File: src/rtl/am_envelope_agc_pkg.sv
// Shared types and constants for the AM envelope AGC slice.
package am_demod_pkg;

   typedef logic signed [7:0] sample_t;
   typedef logic        [7:0] dac_t;

   localparam dac_t DAC_MID = 8'd128;

   typedef enum logic [1:0] {
      S_INIT,
      S_ACQ,
      S_UPD
   } agc_state_e;

endpackage

File: src/rtl/am_envelope_agc_if.sv
// Sample-in / audio-out bundle of the envelope AGC, plus the FSM state for debug.
// sample_en and dout_valid are single-cycle strobes with no back-pressure: the
// producer may strobe every cycle and the consumer must accept every dout_valid.
interface am_envelope_agc_if;
   import am_demod_pkg::*;

   logic       sample_en;
   sample_t    din;
   dac_t       dout;
   logic       dout_valid;
   logic       signal_present;
   logic [2:0] cur_shift;
   agc_state_e state;

   modport master (
      output sample_en, din,
      input  dout, dout_valid, signal_present, cur_shift, state
   );

   modport slave (
      input  sample_en, din,
      output dout, dout_valid, signal_present, cur_shift, state
   );

endinterface

File: src/rtl/am_envelope_agc_shift_calc.sv
// Power-of-two gain selection: smallest shift that lifts the span to half scale.
module agc_shift_calc #(
   parameter int MAX_SHIFT = 4
) (
   input  logic [8:0] span_i,
   output logic [2:0] shift_o
);

   logic [15:0] span_w;

   assign span_w = {7'd0, span_i};

   // Descending scan so the lowest qualifying shift wins.
   always_comb begin
      shift_o = 3'(MAX_SHIFT);
      for (int k = MAX_SHIFT; k >= 0; k--) begin
         if ((span_w << k) >= 16'd128) begin
            shift_o = 3'(k);
         end
      end
   end

endmodule

File: src/rtl/am_envelope_agc.sv
// Envelope DC removal and windowed power-of-two AGC, producing offset-binary DAC audio.
module am_envelope_agc
   import am_demod_pkg::*;
#(
   parameter int WIN_LEN   = 1024,
   parameter int MAX_SHIFT = 4,
   parameter int MIN_SPAN  = 4
) (
   input  logic          clk,
   input  logic          rst,
   am_envelope_agc_if.slave agc_if
);

   localparam int CW = $clog2(WIN_LEN);
   localparam int YW = 9 + MAX_SHIFT;

   agc_state_e          state_q, state_d;
   logic [CW-1:0]       cnt_q, cnt_d;
   sample_t             max_q, max_d, min_q, min_d;
   sample_t             snap_max_q, snap_max_d, snap_min_q, snap_min_d;
   logic signed [8:0]   offset_q, offset_d;
   logic [2:0]          shift_q, shift_d;
   logic                present_q, present_d;

   logic                v1_q, v2_q;
   logic signed [8:0]   diff1_q;
   logic [2:0]          shift1_q;
   logic                pres1_q;
   dac_t                dout_q, dout_d;

   sample_t             din;
   logic                en;
   sample_t             nmax, nmin;
   logic signed [8:0]   sum_s, span_s, offset_new, diff_s;
   logic [8:0]          span;
   logic [2:0]          shift_new;
   logic signed [YW-1:0] y_ext, y_s;
   logic                sat_hi, sat_lo;
   logic signed [7:0]   y8;

   assign din = agc_if.din;
   assign en  = agc_if.sample_en;

   assign nmax = (din > max_q) ? din : max_q;
   assign nmin = (din < min_q) ? din : min_q;

   assign sum_s      = {snap_max_q[7], snap_max_q} + {snap_min_q[7], snap_min_q};
   assign span_s     = {snap_max_q[7], snap_max_q} - {snap_min_q[7], snap_min_q};
   assign span       = span_s;
   assign offset_new = sum_s >>> 1;

   agc_shift_calc #(.MAX_SHIFT(MAX_SHIFT)) u_shift_calc (
      .span_i  (span),
      .shift_o (shift_new)
   );

   always_comb begin
      state_d    = state_q;
      cnt_d      = cnt_q;
      max_d      = max_q;
      min_d      = min_q;
      snap_max_d = snap_max_q;
      snap_min_d = snap_min_q;
      offset_d   = offset_q;
      shift_d    = shift_q;
      present_d  = present_q;
      case (state_q)
         S_INIT: begin
            if (en) begin
               max_d   = din;
               min_d   = din;
               cnt_d   = CW'(1);
               state_d = S_ACQ;
            end
         end
         S_ACQ: begin
            if (en) begin
               // A count of zero means the update cycle saw no sample: start fresh.
               if (cnt_q == '0) begin
                  max_d = din;
                  min_d = din;
                  cnt_d = CW'(1);
               end else begin
                  max_d = nmax;
                  min_d = nmin;
                  if (cnt_q == CW'(WIN_LEN - 1)) begin
                     snap_max_d = nmax;
                     snap_min_d = nmin;
                     cnt_d      = '0;
                     state_d    = S_UPD;
                  end else begin
                     cnt_d = cnt_q + 1'b1;
                  end
               end
            end
         end
         S_UPD: begin
            offset_d  = offset_new;
            shift_d   = shift_new;
            present_d = (span >= 9'(MIN_SPAN));
            state_d   = S_ACQ;
            if (en) begin
               max_d = din;
               min_d = din;
               cnt_d = CW'(1);
            end
         end
         default: state_d = S_INIT;
      endcase
   end

   always_ff @(posedge clk or posedge rst) begin
      if (rst) begin
         state_q    <= S_INIT;
         cnt_q      <= '0;
         max_q      <= '0;
         min_q      <= '0;
         snap_max_q <= '0;
         snap_min_q <= '0;
         offset_q   <= '0;
         shift_q    <= '0;
         present_q  <= 1'b0;
      end else begin
         state_q    <= state_d;
         cnt_q      <= cnt_d;
         max_q      <= max_d;
         min_q      <= min_d;
         snap_max_q <= snap_max_d;
         snap_min_q <= snap_min_d;
         offset_q   <= offset_d;
         shift_q    <= shift_d;
         present_q  <= present_d;
      end
   end

   // Stage 1 captures offset-corrected sample with the gain/mute it must use.
   assign diff_s = {din[7], din} - offset_q;

   // Stage 2: shift, saturate to signed 8 bits, convert to offset binary.
   assign y_ext  = YW'(diff1_q);
   assign y_s    = y_ext <<< shift1_q;
   assign sat_hi = ~y_s[YW-1] & (|y_s[YW-2:7]);
   assign sat_lo = y_s[YW-1] & ~(&y_s[YW-2:7]);

   always_comb begin
      y8 = y_s[7:0];
      if (sat_hi) begin
         y8 = 8'sh7f;
      end else if (sat_lo) begin
         y8 = -8'sd128;
      end
      dout_d = pres1_q ? {~y8[7], y8[6:0]} : DAC_MID;
   end

   always_ff @(posedge clk or posedge rst) begin
      if (rst) begin
         v1_q     <= 1'b0;
         diff1_q  <= '0;
         shift1_q <= '0;
         pres1_q  <= 1'b0;
         v2_q     <= 1'b0;
         dout_q   <= DAC_MID;
      end else begin
         v1_q <= en;
         v2_q <= v1_q;
         if (en) begin
            diff1_q  <= diff_s;
            shift1_q <= shift_q;
            pres1_q  <= present_q;
         end
         if (v1_q) begin
            dout_q <= dout_d;
         end
      end
   end

   assign agc_if.dout           = dout_q;
   assign agc_if.dout_valid     = v2_q;
   assign agc_if.signal_present = present_q;
   assign agc_if.cur_shift      = shift_q;
   assign agc_if.state          = state_q;

endmodule

File: src/flat_wrapper.sv
// flat-port wrapper written by rule: the top's interface ports become plain ports
module am_envelope_agc_flat import am_demod_pkg::*;
#(
   parameter int WIN_LEN   = 1024,
   parameter int MAX_SHIFT = 4,
   parameter int MIN_SPAN  = 4
)
  (clk, rst, agc_if_sample_en, agc_if_din, agc_if_dout, agc_if_dout_valid, agc_if_signal_present, agc_if_cur_shift, agc_if_state);
  am_envelope_agc_if agc_if_i ();
  input  logic clk;
  input  logic rst;
  input wire logic [$bits(agc_if_i.sample_en)-1:0] agc_if_sample_en;
  input wire logic [$bits(agc_if_i.din)-1:0] agc_if_din;
  output wire logic [$bits(agc_if_i.dout)-1:0] agc_if_dout;
  output wire logic [$bits(agc_if_i.dout_valid)-1:0] agc_if_dout_valid;
  output wire logic [$bits(agc_if_i.signal_present)-1:0] agc_if_signal_present;
  output wire logic [$bits(agc_if_i.cur_shift)-1:0] agc_if_cur_shift;
  output wire logic [$bits(agc_if_i.state)-1:0] agc_if_state;
  assign agc_if_i.sample_en = agc_if_sample_en;
  assign agc_if_i.din = agc_if_din;
  assign agc_if_dout = agc_if_i.dout;
  assign agc_if_dout_valid = agc_if_i.dout_valid;
  assign agc_if_signal_present = agc_if_i.signal_present;
  assign agc_if_cur_shift = agc_if_i.cur_shift;
  assign agc_if_state = agc_if_i.state;
  am_envelope_agc #(.WIN_LEN(WIN_LEN), .MAX_SHIFT(MAX_SHIFT), .MIN_SPAN(MIN_SPAN)) u_core (.clk(clk), .rst(rst), .agc_if(agc_if_i));
endmodule
File: config.mk
export PLATFORM = sky130hd
export DESIGN_NAME = am_envelope_agc_flat
export DESIGN_NICKNAME = d
export VERILOG_FILES = /design/src/rtl/am_envelope_agc_pkg.sv /design/src/rtl/am_envelope_agc_if.sv /design/src/rtl/am_envelope_agc_shift_calc.sv /design/src/rtl/am_envelope_agc.sv /design/src/flat_wrapper.sv
export SDC_FILE = /design/constraint.sdc
export NUM_CORES = 1
export LEC_CHECK = 0
export CAP_MARGIN = 30
export CORE_ASPECT_RATIO = 1.25
export CORE_MARGIN = 1.5
export CORE_UTILIZATION = 60
export DETAILED_ROUTE_END_ITERATION = 12
export PLACE_DENSITY = 0.8
export SKIP_LAST_GASP = 1
export SYNTH_ARGS = -nofsm -noshare
export SYNTH_HDL_FRONTEND = slang
export SYNTH_SLANG_ARGS = --single-unit
File: constraint.sdc
create_clock -name clk -period 2.9 [get_ports clk]
set_input_delay 0.29 -clock clk [delete_from_list [all_inputs] [get_ports clk]]
set_output_delay 0.29 -clock clk [all_outputs]
set_load 0.1 [all_outputs]
==> metrics.yaml <==
setup_path:
  path_cells: "inv_1, ha_1, inv_1, fa_1, a21oi_1, o22ai_1, o21ai_0, o22ai_1, a311oi_1, o21ai_0"
  crit_required_ns: 3.14
  critPathCaptureType: "register"
  regToRegEndpoint: "u_core.agc_if.cur_shift[2]"
  critPathKind: "reg2reg"
  worst-r2r-cell-count: 10
  regToRegStartpoint: "u_core.snap_max_q[0]"
  path_max_fanout: 5
  startpoint_type: "register"
  critical_path.n_buffers_inverters: 2
  slowest_delay_ns: 0.46
  slowest_stage_cell_on_the_critical_path: "sky130_fd_sc_hd__a311oi_1"
  crit_family: "AND-OR/OR-AND gates"
  cp.arrival_ns: 2.80
  rrSetupSlack_ns: 0.35
clocking:
  clock_sink_count: 79
  cts_root_buf: "sky130_fd_sc_hd__clkbuf_8"
  cts_hold_buffers: 0
  cts-buffers-inserted: 9
  cts_tree: "built"
  clock_path_buffers: 2
  clkLatencyLatePin_ns: 0.37
  post_cts_buffers: 0
  cts_max_level: 3
  cts_resized: 0
  worst_setup_hold_path_clk_slew_ns: 0.09
logic_synthesis:
  synthesis.instances: 583
  post_synth_main_logic_family: "AND-OR/OR-AND gates"
  postSynth.topFlopCell: "sky130_fd_sc_hd__dfrtp_1"
  ys_sh_simple_pct: 14.2
  top_cell: "sky130_fd_sc_hd__dfrtp_1"
  synth_largest_type_area_fraction_pct: 37.3
  avgSynthCellArea_um2: 8.98
  share_of_synthesized_cell_area_in_full_adder_half_adder_and_majority_cells_pct: 10.9
  yosys_area_um2: 5240
  synth.cellmix.xorXnorShare_pct: 1.34
  muxShareOfSynthArea_pct: 6.67
  ys.flops: 79
  synthTopCellsByArea: "sky130_fd_sc_hd__dfrtp_1 (37%), sky130_fd_sc_hd__ha_1 (9.8%), sky130_fd_sc_hd__o21ai_0 (5.2%)"
  seq_area_frac_synth_pct: 37.8
  synth.distinct_cells: 64
  cells_in_synth_stat_txt: 583
  fraction_of_registers_with_async_set_or_reset_after_synthesis_pct: 100
  largest_area_cell: "sky130_fd_sc_hd__dfrtp_1"
  syn_nets: 638
  synth_warnings: 0
  and_or_or_and_share_of_the_synthesized_area_pct: 22.7
  synthTopCellsByCount: "sky130_fd_sc_hd__dfrtp_1 (78), sky130_fd_sc_hd__inv_1 (62), sky130_fd_sc_hd__o21ai_0 (54), sky130_fd_sc_hd__nand2_1 (53), sky130_fd_sc_hd__ha_1 (41)"
  synth-edff-count: 0
  mappedNetlistArea_um2: 5240
cells_and_area:
  antenna-diode-count: 0
  biggestRegsByFlops: "u_core.cnt_q x10, u_core.diff1_q x9"
  max_flop_register: "u_core.cnt_q"
  fraction_of_final_layout_cells_with_drive_strength_greater_than_1_pct: 12.2
  layout_top_cells_excl_fill_tap: "sky130_fd_sc_hd__dfrtp_1 (78), sky130_fd_sc_hd__inv_1 (61), sky130_fd_sc_hd__o21ai_0 (54)"
  number_of_flip_flops_in_the_largest_register: 10
  layout_top_cell_excl_fill_tap: "sky130_fd_sc_hd__dfrtp_1"
  finish.instance_area_um2: 5800
  final-instance-count-excl-fill: 712
  fin_nets: 665
  fin_util_pct: 69.6
  synthToLayoutAreaGrowth_pct: 10.8
  filler_cell_count: 653
run_status:
  outcome: "finished clean"
floorplan:
  floorplan.die_area_um2: 9300
  die_height_um: 107
  die_w_um: 86.5
  design.core.area_um2: 8330
  num_rows: 37
  fp_util_pct: 62.8
  num_io_pins: 26
job:
  warnings: 37
  drv_cap: 0
placed_design:
  place_worst_setup_slack_ns: 0.0619
  postPlaceCellArea_um2: 5590
  gp_congestion: 0.919
  dpl.cell_count: 696
  port-buffer-count: 25
  placed_wire_length_estimate_after_detailed_placement_mm: 9.25
power:
  p_per_area_nw_per_um2: 614
  design_power_total_mw: 3.56
  leakage_nw: 2.65
  peak_supply_drop_mv: 0.672
global_route:
  met1_usage_pct: 33.4
  grt-ovfl-total: 0
  first_global_vias: 4400
  track_usage_pct: 28.6
  top_usage_layer: "met2"
  antenna_violations_before_repair: 0
  grt_pass1_wl_mm: 20.6
  grt_max_degree: 48
route:
  detail_route.wirelength.met1_mm: 5.03
  ant_nets: 0
  highest-signal-layer: "met4"
  met2_length_mm: 6.41
  avgRoutedWirePerCell_um: 17.2
  drc_errors: 0
  met3_length_um: 471
  route.detailed.vias_per_inst: 6.24
  drt_first_pass_iters: 5
  drt-initial-drc-count: 228
sta:
  final_critical_path_setup_slack_ns: 0.347
  fin_crit_ns: 2.55
  finalMaxSlewViolations: 0
  worst_hold_slack_ns: 0.296
  period_used_pct: 88.0
  setup_tns_ns: 0
  worst_clock_skew_ns: 0.0112
  max_clock_freq_ghz: 0.392
  timing.max_slew.rel_slack_pct: 46.1
  max_slew.worst_pin.slew_ns: 0.809
  setup_viol: 0
  final_hold_viol_count: 0
  grt_setup_unrepaired: "no"
min_path:
  hold_class: "in2async"
## final cells by class
| cell class | instances | area [um2] | share of cell area, % |
|---|---|---|---|
| Clock buffer | 10 | 138 | 2.37 |
| Clock inverter | 6 | 70.1 | 1.21 |
| Inverter | 63 | 238 | 4.10 |
| Multi-Input combinational cell | 418 | 2920 | 50.4 |
| Sequential cell | 79 | 1980 | 34.1 |
| Tap cell | 97 | 121 | 2.09 |
| Timing Repair Buffer | 39 | 330 | 5.70 |
## report_power, final
group | internal (mW) | total [mW] | switching, mW
logic | 0.580 | 1.30 | 0.716
registers | 1.26 | 1.40 | 0.143
clock network | 0.423 | 0.857 | 0.434
## worst reg2reg max path, stage by stage (launching register included)
cell and delay [ns]:
sky130_fd_sc_hd__dfrtp_1 0.41, sky130_fd_sc_hd__inv_1 0.06, sky130_fd_sc_hd__ha_1 0.16, sky130_fd_sc_hd__inv_1 0.06
sky130_fd_sc_hd__fa_1 0.41, sky130_fd_sc_hd__a21oi_1 0.24, sky130_fd_sc_hd__o22ai_1 0.20, sky130_fd_sc_hd__o21ai_0 0.20
sky130_fd_sc_hd__o22ai_1 0.09, sky130_fd_sc_hd__a311oi_1 0.46, sky130_fd_sc_hd__o21ai_0 0.16
## how the worst max path moves through the flow
stage	from	endpoint	slack (ns)	cells past startpoint
2_1_floorplan	u_core.agc_if.state[0]	u_core.snap_min_q[5]	0.47	9
3_3_place_gp	agc_if_din[5]	u_core.max_q[0]	0.13	7
3_5_place_dp	agc_if_din[2]	u_core.diff1_q[8]	0.06	9
4_1_cts	u_core.snap_max_q[0]	u_core.agc_if.cur_shift[2]	0.37	10
5_1_grt	u_core.shift1_q[0]	u_core.agc_if.dout[2]	0.14	6
6_report	u_core.snap_max_q[0]	u_core.agc_if.cur_shift[2]	0.35	10
M1 wires:
Scale bar: 20 um. Cells faint in the background.
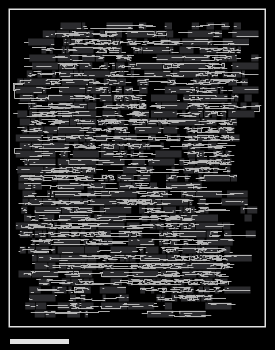
main direction = horizontal
nets with wire on the layer = 614
wire length on this layer = 5030 um
share of all routed wire = 41%
longest straight run = 42.8 um

M2 wires:
Cells faint in the background.
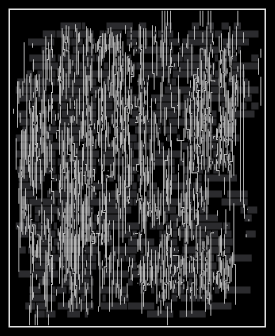
longest straight run = 51.3 um
share of all routed wire = 52%
met2 GRT Util: 50.9%
number of vias after detailed routing: 4441
DRT Wirelength: 12.3 mm

M3 wires:
Scale bar: 20 um. Cells faint in the background.
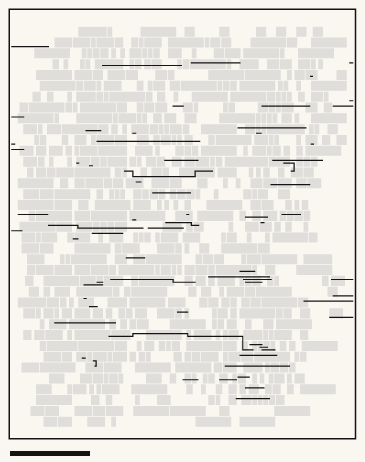
share of all routed wire = 3.9%
nets with wire on the layer = 50
wire length on this layer = 472 um
main direction = horizontal
longest straight run = 25.8 um
GR met3 Demand/Resource: 5.14%

Power figures rest on the tool's default switching activity, not on a simulated workload.
